Figure 1. Sequential cells coloured by netlist name (run 1).
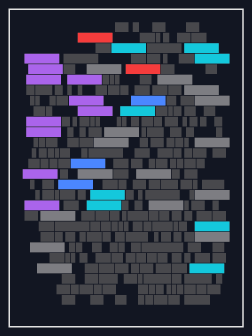
Figure 2. Floorplan with the power grid (run 1).
Pins as bars on the die edge.
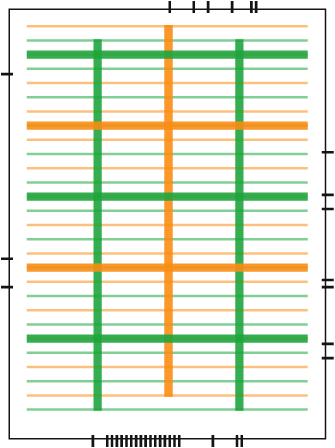
Figure 3. Cell classes on the final placement (run 1).
Bar = 20 um. Fill, decap, tap and diode cells in grey.
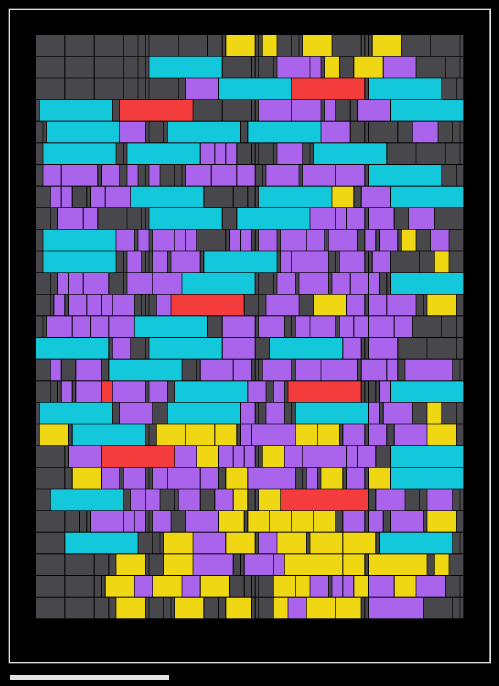
Figure 4. Gate families picked out (run 1).
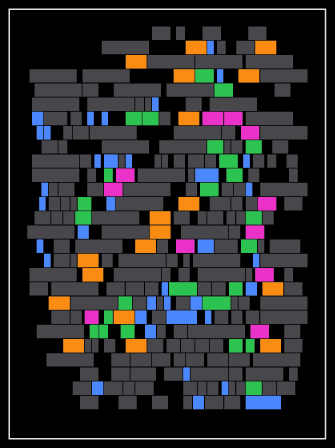
===== src/rtl/timer0_unit_pkg.sv =====
// Shared definitions for the timer0 block: I/O addresses, flag/mask bit
// positions and the clock-select / compare-output encodings.
package timer0_unit_pkg;

    localparam logic [5:0] ADR_OCR0  = 6'h31;
    localparam logic [5:0] ADR_TCNT0 = 6'h32;
    localparam logic [5:0] ADR_TCCR0 = 6'h33;
    localparam logic [5:0] ADR_TIFR  = 6'h36;
    localparam logic [5:0] ADR_TIMSK = 6'h37;

    localparam int TIFR_TOV0   = 0;
    localparam int TIFR_OCF0   = 1;
    localparam int TIMSK_TOIE0 = 0;
    localparam int TIMSK_OCIE0 = 1;

    typedef enum logic [2:0] {
        CS_STOP    = 3'd0,
        CS_DIV1    = 3'd1,
        CS_DIV8    = 3'd2,
        CS_DIV32   = 3'd3,
        CS_DIV64   = 3'd4,
        CS_DIV128  = 3'd5,
        CS_DIV256  = 3'd6,
        CS_DIV1024 = 3'd7
    } cs_e;

    typedef enum logic [1:0] {
        COM_NONE   = 2'b00,
        COM_TOGGLE = 2'b01,
        COM_CLEAR  = 2'b10,
        COM_SET    = 2'b11
    } com_e;

    // Low prescaler bits that must all be ones for a tick; zero mask means every cycle.
    function automatic logic [9:0] prescMask(input cs_e cs);
        logic [9:0] mask;
        mask = 10'h000;
        case (cs)
            CS_DIV8:    mask = 10'h007;
            CS_DIV32:   mask = 10'h01F;
            CS_DIV64:   mask = 10'h03F;
            CS_DIV128:  mask = 10'h07F;
            CS_DIV256:  mask = 10'h0FF;
            CS_DIV1024: mask = 10'h3FF;
            default:    mask = 10'h000;
        endcase
        return mask;
    endfunction

endpackage


===== src/rtl/timer0_unit_prescaler.sv =====
// Free-running 10-bit prescaler for timer0; emits a one-cycle count tick
// at the rate chosen by the clock-select field.
module timer0_prescaler
    import timer0_unit_pkg::*;
(
    input  logic cp2,
    input  logic ireset,
    input  cs_e  i_cs,
    output logic o_tick
);

    logic [9:0] r_count;
    logic [9:0] w_mask;

    assign w_mask = prescMask(i_cs);

    // Held at zero while stopped so a restart always begins a full period.
    always_ff @(posedge cp2 or negedge ireset) begin
        if (!ireset) begin
            r_count <= '0;
        end else if (i_cs == CS_STOP) begin
            r_count <= '0;
        end else begin
            r_count <= r_count + 10'd1;
        end
    end

    assign o_tick = (i_cs != CS_STOP) && ((r_count & w_mask) == w_mask);

endmodule


===== src/rtl/timer0_unit.sv =====
// Timer0: 8-bit counter with compare match, CTC mode, overflow and
// compare interrupts, output-compare pin and an I/O-mapped register file.
module timer0_unit
    import timer0_unit_pkg::*;
#(
    parameter int IRQ_CMP_NUM = 14,
    parameter int IRQ_OVF_NUM = 15
) (
    input  logic       cp2,
    input  logic       ireset,
    input  logic [5:0] adr,
    input  logic       iore,
    input  logic       iowe,
    input  logic [7:0] dbusin,
    output logic [7:0] dbusout,
    output logic       out_en,
    input  logic       irqack,
    input  logic [4:0] irqackad,
    output logic       irq_cmp,
    output logic       irq_ovf,
    output logic       oc0
);

    localparam logic [4:0] CMP_VEC = 5'(IRQ_CMP_NUM);
    localparam logic [4:0] OVF_VEC = 5'(IRQ_OVF_NUM);

    logic [7:0] r_ocr;
    logic [7:0] r_tcnt;
    cs_e        r_cs;
    logic       r_ctc;
    com_e       r_com;
    logic       r_tov;
    logic       r_ocf;
    logic       r_toie;
    logic       r_ocie;
    logic       r_oc0;
    logic       r_skipCmp;

    logic       w_tick;
    logic       w_wrOcr;
    logic       w_wrTcnt;
    logic       w_wrTccr;
    logic       w_wrTifr;
    logic       w_wrTimsk;
    logic       w_match;
    logic       w_ovf;
    logic       w_clrOcf;
    logic       w_clrTov;
    logic       w_hit;
    logic [7:0] w_tcntNext;
    logic [7:0] w_rdData;

    timer0_prescaler u_prescaler (
        .cp2    (cp2),
        .ireset (ireset),
        .i_cs   (r_cs),
        .o_tick (w_tick)
    );

    assign w_wrOcr   = iowe && (adr == ADR_OCR0);
    assign w_wrTcnt  = iowe && (adr == ADR_TCNT0);
    assign w_wrTccr  = iowe && (adr == ADR_TCCR0);
    assign w_wrTifr  = iowe && (adr == ADR_TIFR);
    assign w_wrTimsk = iowe && (adr == ADR_TIMSK);

    // A CPU write to TCNT0 owns that edge and blanks the compare on the next tick.
    assign w_match = w_tick && !w_wrTcnt && !r_skipCmp && (r_tcnt == r_ocr);
    assign w_ovf   = w_tick && !w_wrTcnt && (r_tcnt == 8'hFF);

    assign w_clrOcf = (w_wrTifr && dbusin[TIFR_OCF0]) || (irqack && (irqackad == CMP_VEC));
    assign w_clrTov = (w_wrTifr && dbusin[TIFR_TOV0]) || (irqack && (irqackad == OVF_VEC));

    always_comb begin
        w_tcntNext = r_tcnt;
        if (w_wrTcnt) begin
            w_tcntNext = dbusin;
        end else if (w_tick) begin
            w_tcntNext = (w_match && r_ctc) ? 8'h00 : r_tcnt + 8'h01;
        end
    end

    always_ff @(posedge cp2 or negedge ireset) begin
        if (!ireset) begin
            r_ocr  <= '0;
            r_cs   <= CS_STOP;
            r_ctc  <= 1'b0;
            r_com  <= COM_NONE;
            r_toie <= 1'b0;
            r_ocie <= 1'b0;
        end else begin
            if (w_wrOcr) begin
                r_ocr <= dbusin;
            end
            if (w_wrTccr) begin
                r_cs  <= cs_e'(dbusin[2:0]);
                r_ctc <= dbusin[3];
                r_com <= com_e'(dbusin[5:4]);
            end
            if (w_wrTimsk) begin
                r_toie <= dbusin[TIMSK_TOIE0];
                r_ocie <= dbusin[TIMSK_OCIE0];
            end
        end
    end

    // Flag setting takes priority over any clear landing on the same edge.
    always_ff @(posedge cp2 or negedge ireset) begin
        if (!ireset) begin
            r_tcnt    <= '0;
            r_skipCmp <= 1'b0;
            r_tov     <= 1'b0;
            r_ocf     <= 1'b0;
            r_oc0     <= 1'b0;
        end else begin
            r_tcnt <= w_tcntNext;
            if (w_wrTcnt) begin
                r_skipCmp <= 1'b1;
            end else if (w_tick) begin
                r_skipCmp <= 1'b0;
            end
            r_ocf <= w_match || (r_ocf && !w_clrOcf);
            r_tov <= w_ovf || (r_tov && !w_clrTov);
            if (w_match) begin
                case (r_com)
                    COM_TOGGLE: r_oc0 <= ~r_oc0;
                    COM_CLEAR:  r_oc0 <= 1'b0;
                    COM_SET:    r_oc0 <= 1'b1;
                    default:    r_oc0 <= r_oc0;
                endcase
            end
        end
    end

    always_comb begin
        w_rdData = 8'h00;
        w_hit    = 1'b0;
        case (adr)
            ADR_OCR0: begin
                w_hit    = 1'b1;
                w_rdData = r_ocr;
            end
            ADR_TCNT0: begin
                w_hit    = 1'b1;
                w_rdData = r_tcnt;
            end
            ADR_TCCR0: begin
                w_hit    = 1'b1;
                w_rdData = {2'b00, r_com, r_ctc, r_cs};
            end
            ADR_TIFR: begin
                w_hit                = 1'b1;
                w_rdData[TIFR_TOV0]  = r_tov;
                w_rdData[TIFR_OCF0]  = r_ocf;
            end
            ADR_TIMSK: begin
                w_hit                 = 1'b1;
                w_rdData[TIMSK_TOIE0] = r_toie;
                w_rdData[TIMSK_OCIE0] = r_ocie;
            end
            default: begin
                w_hit    = 1'b0;
                w_rdData = 8'h00;
            end
        endcase
    end

    assign out_en  = iore && w_hit;
    assign dbusout = out_en ? w_rdData : 8'h00;

    assign irq_cmp = r_ocf && r_ocie;
    assign irq_ovf = r_tov && r_toie;
    assign oc0     = r_oc0;

endmodule


===== config.mk =====
export PLATFORM = sky130hd
export DESIGN_NAME = timer0_unit
export DESIGN_NICKNAME = d
export VERILOG_FILES = /design/src/rtl/timer0_unit_pkg.sv /design/src/rtl/timer0_unit_prescaler.sv /design/src/rtl/timer0_unit.sv
export SDC_FILE = /design/constraint.sdc
export NUM_CORES = 1
export LEC_CHECK = 0
export CAP_MARGIN = 10
export CORE_ASPECT_RATIO = 1.4
export CORE_MARGIN = 3
export CORE_UTILIZATION = 53
export CTS_BUF_LIST = sky130_fd_sc_hd__clkbuf_16
export DETAILED_ROUTE_END_ITERATION = 10
export PLACE_DENSITY = 0.82
export SLEW_MARGIN = 20
export SYNTH_ARGS = -nofsm -noshare
export SYNTH_HDL_FRONTEND = slang
export SYNTH_SLANG_ARGS = --single-unit

===== constraint.sdc =====
create_clock -name cp2 -period 3.5 [get_ports cp2]
set_clock_uncertainty 0.05 [all_clocks]
set_input_delay 1.05 -clock cp2 [delete_from_list [all_inputs] [get_ports cp2]]
set_output_delay 1.05 -clock cp2 [all_outputs]
set_load 0.005 [all_outputs]

==> results.txt, run 1 <==
yosys + openroad results -> Crit. End Element primary output, top cells, area dfrtp_1 44%, mux2_2 9.3%, xnor2_1 4.0%, nor2_1 3.9%, a221o_1 3.2%, CP max stage cell a222oi_1, via count approximately 1900, registers 38, status finished clean, largest net degree at the start of global routing 39, delay-heaviest family, CP buffers and inverters, mux share 0.0927, Hold Crit Class reg -> reg, clk_lat worst skew 0.28 ns, Top cell area share 0.435, worst hold stages 1, hold endpoint u_prescaler.r_count[0], top-count cell post-synth dfrtp_1, cycle use final 0.984, crit path to dbusout[3], fin crit period 3.44 ns, Chip Area, Yosys 2190 um^2, most frequent cells after synthesis 38 x dfrtp_1, 23 x nor2_1, 18 x mux2_2, 11 x nand2_1, 11 x nand3_1
Back to the opening pictures, Figure 1:
- r_com: red (flops 2)
- u_prescaler.r_count: purple (flops 10)
- r_cs: blue (flops 3)
- r_ocr: cyan (flops 8)
- not coloured: 15
FF+latch area: 951 um^2
sequential cell area share: 0.328
final core utilization: 0.733

Back to the opening pictures, Figure 2:
- VDD: orange
- VSS: green
- signal pins: 36
- met1 rails: 28
- rows: 27
- met4 straps: 3
- met5 straps: 5
chip height: 82.0 um
die width: 60.3 um

Back to the opening pictures, Figure 3:
- all other logic: purple (cells 167; share of their area 43%)
- flip-flops: cyan (cells 38; share of their area 33%)
- clock drivers and dummy loads: red (cells 7; share of their area 5.6%)
- other buffers and delay cells: yellow (cells 57; share of their area 18%)

Back to the opening pictures, Figure 4:
- AND-OR and OR-AND gates: magenta (cells 11)
- inverting AOI/OAI gates: green (cells 25)
- NOR gates: blue (cells 36; where spread over the die)
- multiplexers: orange (cells 18)
Top cell excl fill/tap: dfrtp_1
non-filler cells, final: 312
combinational share of cell area: 0.420

-- run 1: routing by layer --
metal,GRT usage,part of all wire,wire length (um)
met5,0,0,0
met4,0.113,0.015,82
met3,0.0456,0.043,237
met2,0.419,0.54,2970
met1,0.270,0.40,2230
-- run 1: placed cells by master (no fill, tap or decap), types with 3 or more instances in the layout --
cell	n
clkdlybuf4s15_1	3
xnor2_1	10
a221o_1	7
clkbuf_2	4
a22oi_1	4
and3_1	8
buf_2	6
a222oi_1	4
buf_4	17
dfrtp_1	38
mux2_2	18
or3_1	3
nor2b_1	4
xor2_1	5
nand4_1	3
a2111oi_0	6
or2_2	3
clkdlybuf4s50_1	19
buf_6	3
nand2_1	10
inv_1	5
o21ai_0	3
nor2_1	21
clkbuf_16	5
and2_1	3
nand3_1	10
nand2b_1	8
dlygate4sd2_1	3
-- run 1: per-stage QoR --
step / setup WS (ns) / power, uW / utilization / hold slack (ns) / setup TNS [ns]
after global placement: -0.532 / 972 / 0.663 / 0.395 / -4.17
after floorplan: 0.242 / 877 / - / 0.375 / 0
after global routing: -0.0355 / 1570 / 0.733 / 0.426 / -0.0787
after detailed placement: -0.582 / 981 / 0.663 / 0.407 / -4.65
final: 0.0556 / 1480 / 0.733 / 0.406 / 0
after CTS: 0.00143 / 1480 / 0.723 / 0.414 / 0
-- run 1: power breakdown --
group	total (uW)	leakage [uW]	switching [uW]	internal [uW]
Clock	489	0.0000773	160	329
Combinational	338	0.000721	141	196
Sequential	657	0.000499	131	526
-- run 1: registers in the layout (all words and copies together), names as in the netlist, 2 cells and up --
signal and flops:
r_com 2, r_cs 3, r_ocr 8, r_tcnt 8
u_prescaler.r_count 10
## Run 2: what changed since run 1
--- a/config.mk
+++ b/config.mk
@@ -11,6 +11,7 @@
 export CORE_UTILIZATION = 53
 export CTS_BUF_LIST = sky130_fd_sc_hd__clkbuf_16
 export DETAILED_ROUTE_END_ITERATION = 10
+export HOLD_SLACK_MARGIN = 0.1
 export PLACE_DENSITY = 0.82
 export SLEW_MARGIN = 20
 export SYNTH_ARGS = -nofsm -noshare
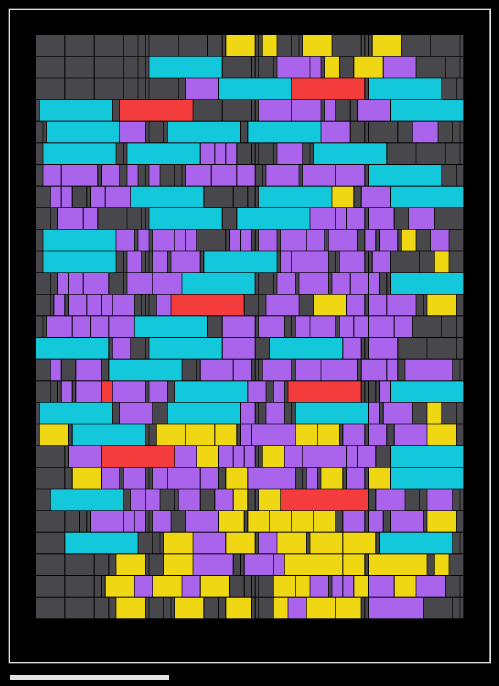
Figure 5: run 2, cell classes on the final placement.
Bar = 20 um. Fill, decap, tap and diode cells in grey.
- all other logic: purple (cells 167; share of their area 43%)
- flip-flops: cyan (cells 38; share of their area 33%)
- clock drivers and dummy loads: red (cells 7; share of their area 5.6%)
- other buffers and delay cells: yellow (cells 57; share of their area 18%)
Core Footprint: 3950 um^2
num rows: 27
design area: 2900 um^2

==> results.txt, run 2 <==
yosys + openroad results -> clk_lat worst skew 0.28 ns (about the same), cycle use final 0.984 (unchanged), clock slew at reported path FFs ~0.05 ns, final core utilization 0.733 (unchanged), Setup TNS 0 ns (unchanged), largest net degree at the start of global routing 39 (unchanged), routed wl met2 2970 um (unchanged), chip height 82.0 um (unchanged), Top cell area share 0.435 (unchanged), sequential power share 0.443 (about the same), CTS H-Tree Depth 2, top sig layer met4, Top Layout Cells 38 x dfrtp_1, 21 x nor2_1, 19 x clkdlybuf4s50_1, top-count cell post-synth dfrtp_1, fin crit period 3.44 ns (unchanged), Crit. End Element primary output, Chip Area, Yosys 2190 um^2 (unchanged), Internal 1050 uW (unchanged), Top cell excl fill/tap dfrtp_1, most frequent cells after synthesis 38 x dfrtp_1, 23 x nor2_1, 18 x mux2_2, 11 x nand2_1, 11 x nand3_1, WL met1 2230 um (unchanged), Tot Pwr 1480 uW (unchanged), max FFs per register 10 (unchanged), largest register by flop count u_prescaler.r_count, met3 usage 0.0456 (unchanged), pre-CTS setup slack -0.582 ns (unchanged), critical path class in -> out, final setup fails 0, status finished clean, M2 GR Usage 0.419 (unchanged), top cells, area dfrtp_1 44%, mux2_2 9.3%, xnor2_1 4.0%, nor2_1 3.9%, a221o_1 3.2%, largest registers u_prescaler.r_count x10, r_ocr x8, r_tcnt x8, gr usage total 0.238, DRC 0, switching power share of the total 0.291 (unchanged), met1 usage 0.270 (unchanged), global route hottest layer met2, NetSw 432 uW (unchanged), via count 1910 (unchanged), met3 wire len 237 um (unchanged), Hold Crit Class reg -> reg, final worst slack 0.0556 ns (unchanged), die width 60.3 um (unchanged)
## run 2: cell counts after synthesis
No cell type changed its count.
## run 2: cell families (layout without fill, tap and decap cells)
logic type	Yosys count	in the layout	synth area share
AND-OR/OR-AND	36	36	0.141
XOR/XNOR	16	16	0.0675
adder cells (fa/ha/maj)	2	2	0.0114
buffers and inverters	14	69	0.0332
flip-flops	38	38	0.435
multiplexers	18	18	0.0927
AND/OR/NAND/NOR	90	90	0.219
## run 2: final timing paths
path                                              from                endpoint
worst max-delay path                            adr[5]              dbusout[3]
worst min register to register  u_prescaler.r_count[0]  u_prescaler.r_count[0]
worst max register to register               r_tcnt[5]               r_tcnt[5]
max in group asynchronous                       ireset  u_prescaler.r_count[2]
worst min-delay path            u_prescaler.r_count[0]  u_prescaler.r_count[0]
min in group asynchronous                       ireset                r_ocr[7]
## run 2: power groups by stage
stage	Clock (uW)	Sequential [uW]	Combinational [uW]
global placement	0	651	321
floorplan	0	609	268
detailed placement	0	654	326
CTS	501	650	331
finish	489	657	338
global route	523	667	380
## run 2: final cells by class
type / count / area, um^2 / share of cell area
clock inverters: 2 / 33.8 / 0.0117
multi-input cells: 162 / 1220 / 0.420
clock buffers: 5 / 125 / 0.0432
flip-flops and latches: 38 / 951 / 0.328
repair buffers: 57 / 498 / 0.172
inverters: 5 / 18.8 / 0.00647
well taps: 43 / 53.8 / 0.0186
## run 2: through the flow
stage / std cells / hold WS [ns]
floorplan: 214 / 0.375
global placement: 295 / 0.395
detailed placement: 295 / 0.407
CTS: 310 / 0.414
global route: 312 / 0.426
finish: 312 / 0.406
## run 2: critical path, cell delays in order
cell	delay (ns)
clkdlybuf4s15_1	0.18
and3b_2	0.24
nand2_4	0.08
nor3_4	0.04
buf_6	0.12
buf_6	0.11
a222oi_1	0.31
nor2_1	0.07
buf_2	0.13
Power and IR drop assume default switching activity.
